run_1/clock_map.png
(4 px per um)
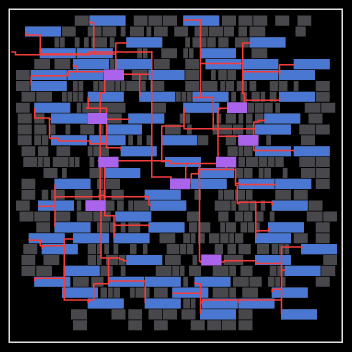
run_1/port_nets.png
(3 px per um)
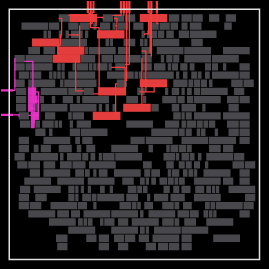
run_1/density.png
(4 px per um) The die is cut into 8 by 8 equal tiles; dark blue is low, red is high, 0 to 100% covered.
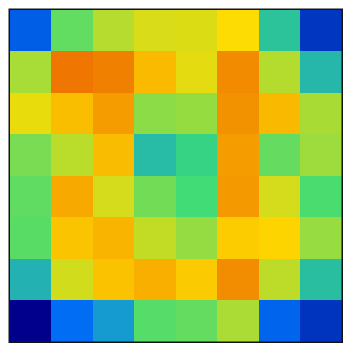
**config.mk**
```make
export PLATFORM = sky130hd
export DESIGN_NAME = round_increment_pipe
export DESIGN_NICKNAME = d
export VERILOG_FILES = /design/src/rtl/round_increment_pipe_pkg.sv /design/src/rtl/round_increment_pipe_round_decide.sv /design/src/rtl/round_increment_pipe.sv
export SDC_FILE = /design/constraint.sdc
export NUM_CORES = 1
export LEC_CHECK = 0
export CAP_MARGIN = 15
export CORE_UTILIZATION = 49
export DETAILED_ROUTE_END_ITERATION = 7
export PLACE_DENSITY = 0.83
export REMOVE_ABC_BUFFERS = 1
export SLEW_MARGIN = 5
export SYNTH_ARGS = -nofsm -noshare
export SYNTH_HDL_FRONTEND = slang
export SYNTH_SLANG_ARGS = --single-unit
export TNS_END_PERCENT = 50
```
**constraint.sdc**
```tcl
create_clock -name clk -period 2.8 [get_ports clk]
set_clock_uncertainty 0.2 [all_clocks]
set_input_delay 0.28 -clock clk [delete_from_list [all_inputs] [get_ports clk]]
set_output_delay 0.28 -clock clk [all_outputs]
set_load 0.05 [all_outputs]
```
**src/rtl/round_increment_pipe_pkg.sv**
```systemverilog
// Shared rounding definitions: IEEE rounding-mode encodings and the bit
// positions of lsb/guard/round inside an aligned significand.
package round_increment_pipe_pkg;

    localparam logic [1:0] RND_NEAR_EVEN = 2'b00;
    localparam logic [1:0] RND_MIN_MAG   = 2'b01;
    localparam logic [1:0] RND_MIN       = 2'b10;
    localparam logic [1:0] RND_MAX       = 2'b11;

    localparam int LSB_IDX   = 2;
    localparam int GUARD_IDX = 1;
    localparam int ROUND_IDX = 0;

endpackage

```
**src/rtl/round_increment_pipe_round_decide.sv**
```systemverilog
// Combinational rounding decision: whether to add one ulp to the kept bits,
// and whether any discarded bit was set.
module round_decide
    import round_increment_pipe_pkg::*;
(
    input  logic       lsb,
    input  logic       g,
    input  logic       rs,
    input  logic       sign,
    input  logic [1:0] mode,
    output logic       inc,
    output logic       inexact
);

    always_comb begin
        inexact = g | rs;
        inc     = 1'b0;
        case (mode)
            RND_NEAR_EVEN: inc = g & (rs | lsb);
            RND_MIN_MAG:   inc = 1'b0;
            RND_MIN:       inc = sign & (g | rs);
            RND_MAX:       inc = ~sign & (g | rs);
        endcase
    end

endmodule

```
**src/rtl/round_increment_pipe.sv**
```systemverilog
// Two-stage rounding pipeline: stage 1 registers the rounding decision,
// stage 2 registers the incremented significand. Valid/ready on both ends.
module round_increment_pipe
    import round_increment_pipe_pkg::*;
#(
    parameter int SIG_WIDTH = 24,
    parameter int TAG_WIDTH = 10
) (
    input  logic                   clk,
    input  logic                   reset_n,
    input  logic                   in_valid,
    output logic                   in_ready,
    input  logic [SIG_WIDTH+1:0]   in_sig,
    input  logic                   in_sticky,
    input  logic                   in_sign,
    input  logic [1:0]             in_rnd_mode,
    input  logic [TAG_WIDTH-1:0]   in_tag,
    output logic                   out_valid,
    input  logic                   out_ready,
    output logic [SIG_WIDTH-1:0]   out_sig,
    output logic                   out_carry,
    output logic                   out_inexact,
    output logic [TAG_WIDTH-1:0]   out_tag
);

    logic                 dec_inc;
    logic                 dec_inexact;
    logic                 s1_adv;
    logic                 s2_adv;

    logic                 s1_valid;
    logic [SIG_WIDTH-1:0] s1_kept;
    logic                 s1_inc;
    logic                 s1_inexact;
    logic [TAG_WIDTH-1:0] s1_tag;

    logic                 s2_valid;
    logic [SIG_WIDTH-1:0] s2_sig;
    logic                 s2_carry;
    logic                 s2_inexact;
    logic [TAG_WIDTH-1:0] s2_tag;

    logic [SIG_WIDTH:0]   sum;

    round_decide u_round_decide (
        .lsb     (in_sig[LSB_IDX]),
        .g       (in_sig[GUARD_IDX]),
        .rs      (in_sig[ROUND_IDX] | in_sticky),
        .sign    (in_sign),
        .mode    (in_rnd_mode),
        .inc     (dec_inc),
        .inexact (dec_inexact)
    );

    // Ready ripples back combinationally: a stage may load whenever it is
    // empty or its contents are leaving this cycle.
    assign s2_adv   = ~s2_valid | out_ready;
    assign s1_adv   = ~s1_valid | s2_adv;
    assign in_ready = s1_adv;

    assign sum = {1'b0, s1_kept} + {{SIG_WIDTH{1'b0}}, s1_inc};

    always_ff @(posedge clk or negedge reset_n) begin
        if (!reset_n) begin
            s1_valid   <= 1'b0;
            s1_kept    <= '0;
            s1_inc     <= 1'b0;
            s1_inexact <= 1'b0;
            s1_tag     <= '0;
        end else if (s1_adv) begin
            s1_valid <= in_valid;
            if (in_valid) begin
                s1_kept    <= in_sig[SIG_WIDTH+1:LSB_IDX];
                s1_inc     <= dec_inc;
                s1_inexact <= dec_inexact;
                s1_tag     <= in_tag;
            end
        end
    end

    // Data only loads with a valid beat, so a stalled output never changes
    // and a bubble passing through leaves the last beat's data untouched.
    always_ff @(posedge clk or negedge reset_n) begin
        if (!reset_n) begin
            s2_valid   <= 1'b0;
            s2_sig     <= '0;
            s2_carry   <= 1'b0;
            s2_inexact <= 1'b0;
            s2_tag     <= '0;
        end else if (s2_adv) begin
            s2_valid <= s1_valid;
            if (s1_valid) begin
                s2_sig     <= sum[SIG_WIDTH-1:0];
                s2_carry   <= sum[SIG_WIDTH];
                s2_inexact <= s1_inexact;
                s2_tag     <= s1_tag;
            end
        end
    end

    assign out_valid   = s2_valid;
    assign out_sig     = s2_sig;
    assign out_carry   = s2_carry;
    assign out_inexact = s2_inexact;
    assign out_tag     = s2_tag;

endmodule

```
==> results.txt, run 1 <==
Non-Filler Instances: 462
amount of wire on met2 after detailed routing: 3150 um
average cell area after synthesis: 10.9 um^2
power per cell area: 760 mW/mm^2
total routed wirelength: 6320 um
unrepaired setup endpoints after global routing: false
vias per std cell: 5.29
Rel. slew slack: 0.400
total length of routed met3 wires: 251 um
number of global-route vias before repair: 2503
distinct cell type count after synthesis: 35
Num CTS Buffers: 9
final max-slew violation count: 0
fraction of layout cells with a size suffix above 1: 0.158
met1 demand-to-capacity share in global routing: 0.267
count of clock tree sinks: 74
post-synth tally of flip-flops with integrated enable: 0
top_reg_cell synth: sky130_fd_sc_hd__dfrtp_1
clkbuf count: 12
share of flip-flops with an asynchronous set or reset after synthesis: 1.00
ao+oa area frac: 0.0574
number of nets in the final layout: 426
maximum achievable frequency: 402 MHz
number of buffer and inverter instances along the worst setup path: 0
MUX share of area: 0.119
number of rows in the core area: 29
Post-Place Cells: 445
buffer share of cell area: 0.198
Worst Path Required: 2850 ps
Storage cell area: 0.00185 mm^2
Comb gates: 205
Residual DRC: 0
core outline area: 0.00635 mm^2
pin count of the biggest net entering global routing: 75
count of vias placed by the detailed router: 2442
Crit path largest cell delay: 700 ps
kind of critical path: reg2reg
run status: finished clean
number of antenna violations at the first check in global routing: 0
topmost layer with routed signal wires: met4
count of inverters other than clock inverters in the layout: 3
largest cells by area after synthesis: sky130_fd_sc_hd__dfrtp_1 (58%), sky130_fd_sc_hd__mux2_2 (12%), sky130_fd_sc_hd__nand2_1 (7.8%), sky130_fd_sc_hd__o21ai_0 (3.4%), sky130_fd_sc_hd__xnor2_1 (2.7%)
deepest clock path buffer count: 2
register-to-register path setup slack: 310 ps
total power consumption of the routed design: 3280 uW
sort of element at the end of the critical path: flop
Clock transition at path regs: 70 ps
adder-cell share of the synthesized area: 0.00780
Clock Tree Root: sky130_fd_sc_hd__clkbuf_8
GRT busiest layer: met2
CTS H-tree depth: 3
worst-path cell chain: ha_1 -> ha_1 -> nand3_2 -> or4_1 -> or3_1 -> a31oi_1
prevailing logic family in the synthesized netlist: simple AND/OR/NAND/NOR gates
number of max-cap violations: 0
Final GP Congestion: 0.743
area fraction in xor and xnor cells: 0.0382
post-route clock period utilization: 0.889
pre-CTS setup slack: 329 ps
remaining number of nets flagged by the antenna check after routing: 0
Hold/Removal Path Class: reg2reg
largest contributor to cell area by class: flip-flops and latches
final tally of hold violations: 0
diode count: 0
final design area excluding fillers: 0.00431 mm^2
number of warnings reported in the yosys synthesis log: 0
Post-Route Setup TNS: 0 ps
yosys cell count: 295
GR Overflow Total: 0
launching element type of the critical path: flop
synthesized-area fraction occupied by and/or/nand/nor cells: 0.180
post-synthesis cell area: 0.00321 mm^2
slew at the pin with the worst max-slew slack: 901 ps
fillers: 490
total of flip-flops plus latches after synthesis: 74
standard cell area after detailed placement: 0.00410 mm^2
worst ir drop on vdd: 0.417 mV
FF-to-FF Start: s1_kept[0]
cell type with the highest aggregate area in the netlist: sky130_fd_sc_hd__dfrtp_1
number of sequential cells in the layout: 74
combinational share of cell area: 0.300
end point of the critical path: out_sig[20]
capturing point of the worst reg2reg path: out_sig[20]
met3 global-route usage: 0.0427
Plain + repair buffers: 87
global-route wire length before repair: 11400 um
setup slack of the critical path after layout: 311 ps
iteration tally of the first detailed-router pass: 4
stages on the worst setup path: 6
most frequently used cell type in the post-synthesis netlist: sky130_fd_sc_hd__dfrtp_1
DRT met1 WL: 2780 um
synth cell count leaders: sky130_fd_sc_hd__dfrtp_1 (74), sky130_fd_sc_hd__nand2_1 (67), sky130_fd_sc_hd__mux2_2 (34)
Gate Count Post-Synth: 295
clock network share of area: 0.0476
Tapcell Cnt: 77
top-area cell type share of the netlist area: 0.577
# setup viols final: 0
crit path launch: s1_kept[0]
depth of the worst hold-timing path: 2
clock tree from TritonCTS: yes
routed wirelength normalized by instance count: 13.7 um
critical path's slowest cell: sky130_fd_sc_hd__or4_1
hold wc startpoint: s1_tag[5]
final worst hold slack: 268 ps
overall routing resource usage: 0.208
tool warning count: 25
YS chip area: 0.00321 mm^2
cell family contributing the most delay on the critical path: simple AND/OR/NAND/NOR gates
leakage power total: 0.00179 uW
most used cell along the critical path: sky130_fd_sc_hd__ha_1
critical path arrival: 2540 ps
Seq area share: 0.429
number of DRC markers in iteration 0: 108
number of gates resized after cts: 0
time the final worst path needs with I/O delays and setup: 2490 ps
full die area: 0.00687 mm^2
vertical die size: 82.9 um
Horiz. Die Dim: 82.9 um
area growth from synthesis to layout: 34.5%
combined area of the multi-input logic cells: 0.00129 mm^2
part of the Yosys area used for sequential elements: 0.577
top fanout value on the critical path: 9
number of cells traversed by the worst register-to-register path: 6
hold-critical path endpoint: out_tag[5]
total half-perimeter wirelength after legalization and detailed placement: 4500 um
global-route track usage on met2: 0.340
Post-CTS Repair Setup Buffers: 0
## Picture notes: clock_map.png
[purple] cells driving clock nets | count: 9
[blue] flip-flops | count: 74
[red] clock wires | length: 810 um
flops lie: widely spread
routed clock nets: 10
clock share of power: 0.254
power in the clock group: 833 uW
clock latency of the later-clocked register in the worst-skew pair: 330 ps

## Picture notes: port_nets.png
| colour | port | bits | direction | end cells | buffers | wire |
|---|---|---|---|---|---|---|
| red | out_tag | 10 | output | 10 | 10 | 261 um |
| magenta | in_rnd_mode | 2 | input | 5 | 2 | 55.4 um |
IO Pins: 82
tally of buffers added on design ports: 81

## Picture notes: density.png
tiles over 75% full: 31%
fullest tile: 87%
mean over tiles: 61%
nearly empty tiles: 1.6%
starting utilization of the core area: 0.505
Final Util: 0.679

[run 1: cell usage in the layout (no fill, tap or decap), types with 2 or more instances in the layout]
| cell | synthesis | routed |
|---|---|---|
| sky130_fd_sc_hd__clkdlybuf4s50_1 | 0 | 80 |
| sky130_fd_sc_hd__dfrtp_1 | 74 | 74 |
| sky130_fd_sc_hd__nand2_1 | 67 | 67 |
| sky130_fd_sc_hd__mux2_2 | 34 | 34 |
| sky130_fd_sc_hd__o21ai_0 | 22 | 22 |
| sky130_fd_sc_hd__clkbuf_8 | 0 | 11 |
| sky130_fd_sc_hd__xnor2_1 | 10 | 10 |
| sky130_fd_sc_hd__nor2_1 | 9 | 9 |
| sky130_fd_sc_hd__nand3_1 | 8 | 8 |
| sky130_fd_sc_hd__nand4_1 | 7 | 7 |
| sky130_fd_sc_hd__or3_1 | 6 | 6 |
| sky130_fd_sc_hd__a31oi_1 | 6 | 6 |
| sky130_fd_sc_hd__nor3_1 | 6 | 6 |
| sky130_fd_sc_hd__buf_4 | 0 | 6 |
| sky130_fd_sc_hd__xor2_1 | 4 | 4 |
| sky130_fd_sc_hd__nand2b_1 | 3 | 3 |
| sky130_fd_sc_hd__inv_1 | 3 | 3 |
| sky130_fd_sc_hd__nor4_1 | 3 | 3 |
| sky130_fd_sc_hd__or4_1 | 2 | 2 |
| sky130_fd_sc_hd__or3_2 | 2 | 2 |
| sky130_fd_sc_hd__ha_1 | 2 | 2 |
| sky130_fd_sc_hd__clkinvlp_4 | 0 | 2 |
[run 1: timing repair]
action,in CTS,in global routing
hold buffers,1,0
endpoints found under the setup margin,0,0
hold endpoints to repair,74,0
[run 1: report_power, final]
group | total [uW] | internal (uW) | switching [uW]
logic | 1040 | 399 | 640
registers | 1410 | 1260 | 146
clock network | 833 | 459 | 373
total | 3280 | 2120 | 1160
--- run 2 (diff from run 1) ---
- ABC_AREA: unset -> 1
- CORE_UTILIZATION: 49 -> 50
- HOLD_SLACK_MARGIN: unset -> 0.05
run_2/met3.png
(6 px per um) Cells faint in the background.
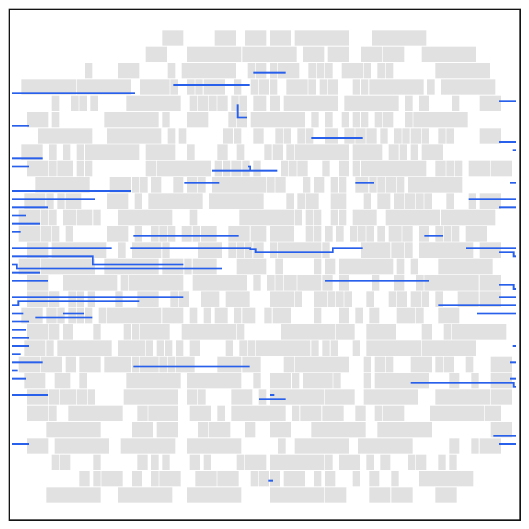
share of all routed wire: 6.4%
longest straight run: 34.0 um
wire length on this layer: 485 um
main direction: horizontal
nets with wire on the layer: 57
count of vias placed by the detailed router: 2944
met3 global-route usage: 0.0554

==> results.txt, run 2 <==
run status: finished with violations
violated checks: DRC
launching element type of the critical path: input pin
most frequently used cell type in the post-synthesis netlist: sky130_fd_sc_hd__nand2_1
fraction of layout cells with a size suffix above 1: 0.0694 (-0.0890)
total of flip-flops plus latches after synthesis: 74 (unchanged)
vias per std cell: 5.07 (-4.1%)
total half-perimeter wirelength after legalization and detailed placement: 5040 um (+12%)
post-route clock period utilization: 0.779 (-0.110)
largest cells by area after synthesis: sky130_fd_sc_hd__dfrtp_1 (54%), sky130_fd_sc_hd__nand2_1 (18%), sky130_fd_sc_hd__o21ai_0 (5.2%), sky130_fd_sc_hd__nand3_1 (4.4%), sky130_fd_sc_hd__inv_1 (3.8%)
total power consumption of the routed design: 3670 uW (+12%)
Residual DRC: 3 (+3)
GRT busiest layer: met2
setup slack of the critical path after layout: 619 ps (+309 ps)
standard cell area after detailed placement: 0.00428 mm^2 (+4.5%)
IO Pins: 82 (unchanged)
area growth from synthesis to layout: 30.7%
synth cell count leaders: sky130_fd_sc_hd__nand2_1 (166), sky130_fd_sc_hd__dfrtp_1 (74), sky130_fd_sc_hd__o21ai_0 (36)
cell type with the highest aggregate area in the netlist: sky130_fd_sc_hd__dfrtp_1
Clock Tree Root: sky130_fd_sc_hd__clkbuf_8
remaining number of nets flagged by the antenna check after routing: 0 (unchanged)
total routed wirelength: 7560 um (+20%)
number of buffer and inverter instances along the worst setup path: 3 (+3)
topmost layer with routed signal wires: met4
share of flip-flops with an asynchronous set or reset after synthesis: 1.00 (unchanged)
worst-path cell chain: clkdlybuf4s50_1 -> inv_1 -> nand3_1 -> clkdlybuf4s50_1
global-route track usage on met2: 0.392 (+0.0519)
DRT met1 WL: 3420 um (+23%)
Final Util: 0.692 (+0.0124)
final design area excluding fillers: 0.00449 mm^2 (+4.1%)
maximum achievable frequency: 459 MHz (+14%)
Final GP Congestion: 0.829 (+12%)
# setup viols final: 0 (unchanged)
worst ir drop on vdd: 0.596 mV (+43%)
post-synthesis cell area: 0.00344 mm^2 (+7.2%)
number of max-cap violations: 0 (unchanged)
fillers: 564 (+15%)
number of DRC markers in iteration 0: 210 (+94%)
final worst hold slack: 267 ps (-0.666 ps)
cell family contributing the most delay on the critical path: buffers and inverters
amount of wire on met2 after detailed routing: 3600 um (+14%)
top-area cell type share of the netlist area: 0.539 (-0.0387)
leakage power total: 0.00217 uW (+21%)
routed wirelength normalized by instance count: 13.0 um (-4.8%)
tool warning count: 25 (unchanged)
core outline area: 0.00649 mm^2 (+2.3%)
top fanout value on the critical path: 3 (-6)
met1 demand-to-capacity share in global routing: 0.306 (+0.0382)
total length of routed met3 wires: 485 um (+93%)
tally of buffers added on design ports: 81 (unchanged)
vertical die size: 84.9 um (+2.4%)
clock latency of the later-clocked register in the worst-skew pair: 340 ps (about the same)
time the final worst path needs with I/O delays and setup: 2180 ps (-309 ps)
distinct cell type count after synthesis: 26 (-26%)
overall routing resource usage: 0.238 (+0.0301)
critical path arrival: 1700 ps (-840 ps)
GR Overflow Total: 0 (unchanged)
Num CTS Buffers: 9 (unchanged)
number of rows in the core area: 29 (unchanged)
iteration tally of the first detailed-router pass: 6 (+2)
unrepaired setup endpoints after global routing: false
yosys cell count: 417 (+41%)
slew at the pin with the worst max-slew slack: 919 ps (+18.6 ps)
pin count of the biggest net entering global routing: 75 (unchanged)
count of clock tree sinks: 74 (unchanged)
top logic cells by instance count in the layout: sky130_fd_sc_hd__nand2_1 (166), sky130_fd_sc_hd__clkdlybuf4s50_1 (80), sky130_fd_sc_hd__dfrtp_1 (74)
Clock transition at path regs: 80 ps (about the same)
top_reg_cell synth: sky130_fd_sc_hd__dfrtp_1
Non-Filler Instances: 581 (+26%)
YS chip area: 0.00344 mm^2 (+7.2%)
clock tree from TritonCTS: yes
number of nets in the final layout: 545 (+28%)
most frequent standard cell in the layout excluding fill and tap cells: sky130_fd_sc_hd__nand2_1
Post-Route Setup TNS: 0 ps (unchanged)
power per cell area: 818 mW/mm^2 (+7.6%)
Rel. slew slack: 0.387 (-0.0124)
post-synth tally of flip-flops with integrated enable: 0 (unchanged)
kind of critical path: in2out
pre-CTS setup slack: 626 ps (+297 ps)
average cell area after synthesis: 8.24 um^2 (-24%)
deepest clock path buffer count: 2 (unchanged)
global-route wire length before repair: 13500 um (+18%)
critical path's slowest cell: sky130_fd_sc_hd__clkdlybuf4s50_1
sort of element at the end of the critical path: primary output
CTS H-tree depth: 3 (unchanged)
Worst Path Required: 2320 ps (-530 ps)
most used cell along the critical path: sky130_fd_sc_hd__clkdlybuf4s50_1
number of warnings reported in the yosys synthesis log: 0 (unchanged)
final max-slew violation count: 0 (unchanged)
number of gates resized after cts: 0 (unchanged)
diode count: 0 (unchanged)
Post-Place Cells: 564 (+27%)
Horiz. Die Dim: 84.9 um (+2.4%)
full die area: 0.00721 mm^2 (+4.9%)
number of antenna violations at the first check in global routing: 0 (unchanged)
Hold/Removal Path Class: in2reg
Gate Count Post-Synth: 417 (+41%)
number of global-route vias before repair: 3023 (+21%)
part of the Yosys area used for sequential elements: 0.539 (-0.0387)
starting utilization of the core area: 0.529 (+0.0242)
final tally of hold violations: 0 (unchanged)
Crit path largest cell delay: 820 ps (+120 ps)
==> run 2: cell types whose count changed after synthesis, sizes merged, moves of 16 or more <==
| cell | previous run | this run |
|---|---|---|
| mux2 | 34 | 0 |
| inv | 3 | 36 |
| nand2 | 67 | 172 |
| nand3 | 9 | 30 |
| nor2 | 9 | 29 |
| o21ai | 22 | 38 |
==> run 2: worst paths after layout <==
kind	start	end	slack, ps	cells after the start
setup / recovery	out_ready	in_ready	620	4
hold / removal	in_tag[8]	s1_tag[8]	270	3
setup reg to reg	s1_kept[0]	out_sig[12]	980	9
hold reg to reg	s1_tag[7]	out_tag[7]	270	2
max in group asynchronous	reset_n	out_tag[5]	1380	2
min in group asynchronous	reset_n	out_tag[1]	410	2
==> run 2: where the power goes <==
group	switching (uW)	total, uW	internal (uW)
combinational	923	1380	455
clock	376	837	461
sequential	158	1460	1300
total	1460	3670	2220
==> run 2: final cells by class <==
class / instances / area, um^2 / area share
clock buffer: 14 / 163 / 0.0362
timing repair buffer: 85 / 841 / 0.187
sequential: 74 / 1850 / 0.412
tap: 77 / 96.3 / 0.0214
multi-input combinational: 293 / 1370 / 0.305
clock inverter: 2 / 35.0 / 0.00780
inverter: 36 / 135 / 0.0301
==> run 2: what timing repair did <==
item,in CTS,in global routing
hold buffers,1,0
endpoints found under the hold margin,74,0
buffers inserted,0,0
==> run 2: cell families after synthesis <==
group / after synthesis / synth area share
AND/OR/NAND/NOR: 238 / 0.303
flip-flops: 74 / 0.539
buffers and inverters: 50 / 0.0626
AND-OR/OR-AND: 46 / 0.0706
XOR/XNOR: 7 / 0.0178
adder cells (fa/ha/maj): 2 / 0.00728
==> run 2: worst min-delay path, delay by kind of cell <==
family	cells	cell delay, ps
simple gates	2	100
buf+inv	1	390
--- run 3 (diff from run 2) ---
- CORE_UTILIZATION: 50 -> 45
- PLACE_DENSITY: 0.83 -> 0.79
- clock period: 2.8 -> 1.8 ns (I/O delays scaled with it)
run_3/port_nets.png
(3 px per um)
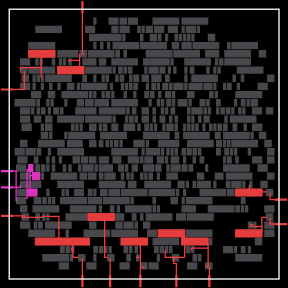
| colour | port | bits | direction | end cells | buffers | wire |
|---|---|---|---|---|---|---|
| red | out_tag | 10 | output | 10 | 10 | 209 um |
| magenta | in_rnd_mode | 2 | input | 4 | 2 | 38.2 um |

==> results.txt, run 3 <==
IO Pins: 82 (unchanged)
deepest clock path buffer count: 2 (unchanged)
tool warning count: 26 (+4.0%)
setup slack of the critical path after layout: 4.48 ps (-615 ps)
final design area excluding fillers: 0.00465 mm^2 (+3.4%)
Hold/Removal Path Class: in2reg
cell-internal power: 3370 uW (+52%)
distinct cell type count after synthesis: 26 (unchanged)
time the final worst path needs with I/O delays and setup: 1800 ps
most frequent standard cell in the layout excluding fill and tap cells: sky130_fd_sc_hd__nand2_1
part of the power in registers: 0.399 (+0.002)
sort of element at the end of the critical path: flop
P_sw: 2400 uW (+65%)
power in the clock group: 1310 uW (+57%)
average cell area after synthesis: 8.24 um^2 (unchanged)
Seq area share: 0.399 (-0.0137)
clock share of power: 0.228 (about the same)
Comb gates: 293 (unchanged)
total power consumption of the routed design: 5760 uW (+57%)
Storage cell area: 0.00185 mm^2 (unchanged)
clock latency of the later-clocked register in the worst-skew pair: 350 ps (about the same)
count of inverters other than clock inverters in the layout: 36 (unchanged)
pin count of the biggest net entering global routing: 40 (-47%)
Post-CTS Repair Setup Buffers: 0 (unchanged)
launching element type of the critical path: flop
leakage power total: 0.00231 uW (+6.6%)
combinational share of cell area: 0.306 (+0.00121)
most frequently used cell type in the post-synthesis netlist: sky130_fd_sc_hd__nand2_1
kind of critical path: reg2reg
top fanout value on the critical path: 6 (+3)
worst ir drop on vdd: 0.637 mV (+6.7%)
iteration tally of the first detailed-router pass: 4 (-2)
clkbuf count: 9 (-5)
net switching fraction of the power: 0.416 (+0.0195)
Post-Route Setup TNS: 0 ps (unchanged)
combined area of the multi-input logic cells: 0.00142 mm^2 (+3.8%)
full die area: 0.00799 mm^2 (+11%)
number of antenna violations at the first check in global routing: 0 (unchanged)
standard cell area after detailed placement: 0.00433 mm^2 (+1.2%)
final worst hold slack: 157 ps (-110 ps)
dominant power group: registers
Non-Filler Instances: 618 (+6.4%)
top-area cell type share of the netlist area: 0.539 (unchanged)
global-route wire length before repair: 13300 um (-1.5%)
pre-CTS setup slack: 3.19 ps (-623 ps)
number of DRC markers in iteration 0: 147 (-30%)
total of flip-flops plus latches after synthesis: 74 (unchanged)
overall routing resource usage: 0.222 (-0.0155)
part of the Yosys area used for sequential elements: 0.539 (unchanged)
synth cell count leaders: sky130_fd_sc_hd__nand2_1 (166), sky130_fd_sc_hd__dfrtp_1 (74), sky130_fd_sc_hd__o21ai_0 (36)
area growth from synthesis to layout: 35.2%
Clock Tree Root: sky130_fd_sc_hd__clkbuf_8
number of max-cap violations: 0 (unchanged)
number of sequential cells in the layout: 74 (unchanged)
share of flip-flops with an asynchronous set or reset after synthesis: 1.00 (unchanged)
remaining number of nets flagged by the antenna check after routing: 0 (unchanged)
vias per std cell: 4.80 (-5.3%)
run status: finished clean
diode count: 0 (unchanged)
slew at the pin with the worst max-slew slack: 274 ps (-645 ps)
hold-fix buffer count after cts: 2 (+1)
Post-Place Cells: 595 (+5.5%)
final max-slew violation count: 0 (unchanged)
number of nets in the final layout: 560 (+2.8%)
YS chip area: 0.00344 mm^2 (unchanged)
number of cells traversed by the worst register-to-register path: 10 (+1)
post-route clock period utilization: 0.998
Num CTS Buffers: 9 (unchanged)
Gate Count Post-Synth: 417 (unchanged)
fraction of layout cells with a size suffix above 1: 0.193 (+0.123)
clock tree from TritonCTS: yes
Final GP Congestion: 0.869 (+4.9%)
largest cells by area after synthesis: sky130_fd_sc_hd__dfrtp_1 (54%), sky130_fd_sc_hd__nand2_1 (18%), sky130_fd_sc_hd__o21ai_0 (5.2%), sky130_fd_sc_hd__nand3_1 (4.4%), sky130_fd_sc_hd__inv_1 (3.8%)
CTS H-tree depth: 3 (unchanged)
number of gates resized after cts: 1 (+1)
top_reg_cell synth: sky130_fd_sc_hd__dfrtp_1
depth of the worst hold-timing path: 3 (unchanged)
routed wirelength normalized by instance count: 13.0 um (+0.25%)
post-synth tally of flip-flops with integrated enable: 0 (unchanged)
tally of buffers added on design ports: 81 (unchanged)
yosys cell count: 417 (unchanged)
Plain + repair buffers: 100 (+18%)
count of clock tree sinks: 74 (unchanged)
Worst Path Required: 1890 ps (-430 ps)
clock network share of area: 0.0434 (-0.000650)
critical path arrival: 1890 ps (+190 ps)
count of vias placed by the detailed router: 2966 (+0.75%)
GR Overflow Total: 0 (unchanged)
buffer share of cell area: 0.196 (+0.00888)
unrepaired setup endpoints after global routing: true
Horiz. Die Dim: 89.4 um (+5.3%)
core outline area: 0.00733 mm^2 (+13%)
largest contributor to cell area by class: flip-flops and latches
total routed wirelength: 8060 um (+6.6%)
# setup viols final: 0 (unchanged)
post-synthesis cell area: 0.00344 mm^2 (unchanged)
power per cell area: 1240 mW/mm^2 (+52%)
Tapcell Cnt: 99 (+29%)
Final Util: 0.634 (-0.0579)
top logic cells by instance count in the layout: sky130_fd_sc_hd__nand2_1 (163), sky130_fd_sc_hd__dfrtp_1 (74), sky130_fd_sc_hd__buf_4 (52)
sequential power: 2300 uW (+58%)
combinational-cell power consumption: 2150 uW (+56%)
number of global-route vias before repair: 2994 (-0.96%)
fillers: 622 (+10%)
vertical die size: 89.4 um (+5.3%)
number of rows in the core area: 31 (+6.9%)
Rel. slew slack: 0.817 (+0.430)
maximum achievable frequency: 557 MHz
cell type with the highest aggregate area in the netlist: sky130_fd_sc_hd__dfrtp_1
Residual DRC: 0 (-3)
number of warnings reported in the yosys synthesis log: 0 (unchanged)
combinational share of power: 0.373 (-0.002)
final tally of hold violations: 0 (unchanged)
total half-perimeter wirelength after legalization and detailed placement: 5540 um (+10%)
starting utilization of the core area: 0.469 (-0.0603)
Clock transition at path regs: 80 ps (about the same)
-- run 3: netlist changes by cell type in the layout (fill, tap and decap cells not counted), sizes merged --
cell	delta
buf	+52
clkdlybuf4s50	-38
clkbuf	-5
clkinvlp	+4
inv	+2
clkinv	-1
dlygate4sd3	+1
-- run 3: critical path: stages (launching register included) --
cell                      delay (ps)
sky130_fd_sc_hd__dfrtp_1         360
sky130_fd_sc_hd__ha_2            220
sky130_fd_sc_hd__ha_4            160
sky130_fd_sc_hd__nand2_4          50
sky130_fd_sc_hd__nor2_4          210
sky130_fd_sc_hd__nand2_4         110
sky130_fd_sc_hd__nor2_8          160
sky130_fd_sc_hd__nand2_1          70
sky130_fd_sc_hd__nand2_1          70
sky130_fd_sc_hd__nand3_2          60
sky130_fd_sc_hd__nand2_1          50
-- run 3: worst paths after layout --
check	slack, ps	start	endpoint
max	4	s1_inc	out_sig[16]
min	160	in_sig[17]	s1_kept[15]
max reg2reg	4	s1_inc	out_sig[16]
min reg2reg	290	s1_tag[8]	out_tag[8]
max in group asynchronous	270	reset_n	s1_kept[14]
min in group asynchronous	570	reset_n	out_tag[4]
-- run 3: layer usage --
metal | track usage | routed length, um | vias to the layer above
li1 | - | - | 1502
met1 | 0.289 | 3610 | 1365
met2 | 0.359 | 3850 | 95
met3 | 0.0572 | 556 | 4
met4 | 0.0823 | 42 | 0
met5 | 0 | 0 | -
-- run 3: cell families (layout without fill, tap and decap cells) --
kind of cell	after synthesis	count (layout)	synth area share
AOI/OAI and AO/OA	46	46	0.0706
xor gates and xnor gates	7	7	0.0178
adders and majority gates	2	2	0.00728
buffers and inverters	50	152	0.0626
DFF	74	74	0.539
and+or+nand+nor	238	238	0.303
No activity file was given, so power comes from the tool's default toggle rates.
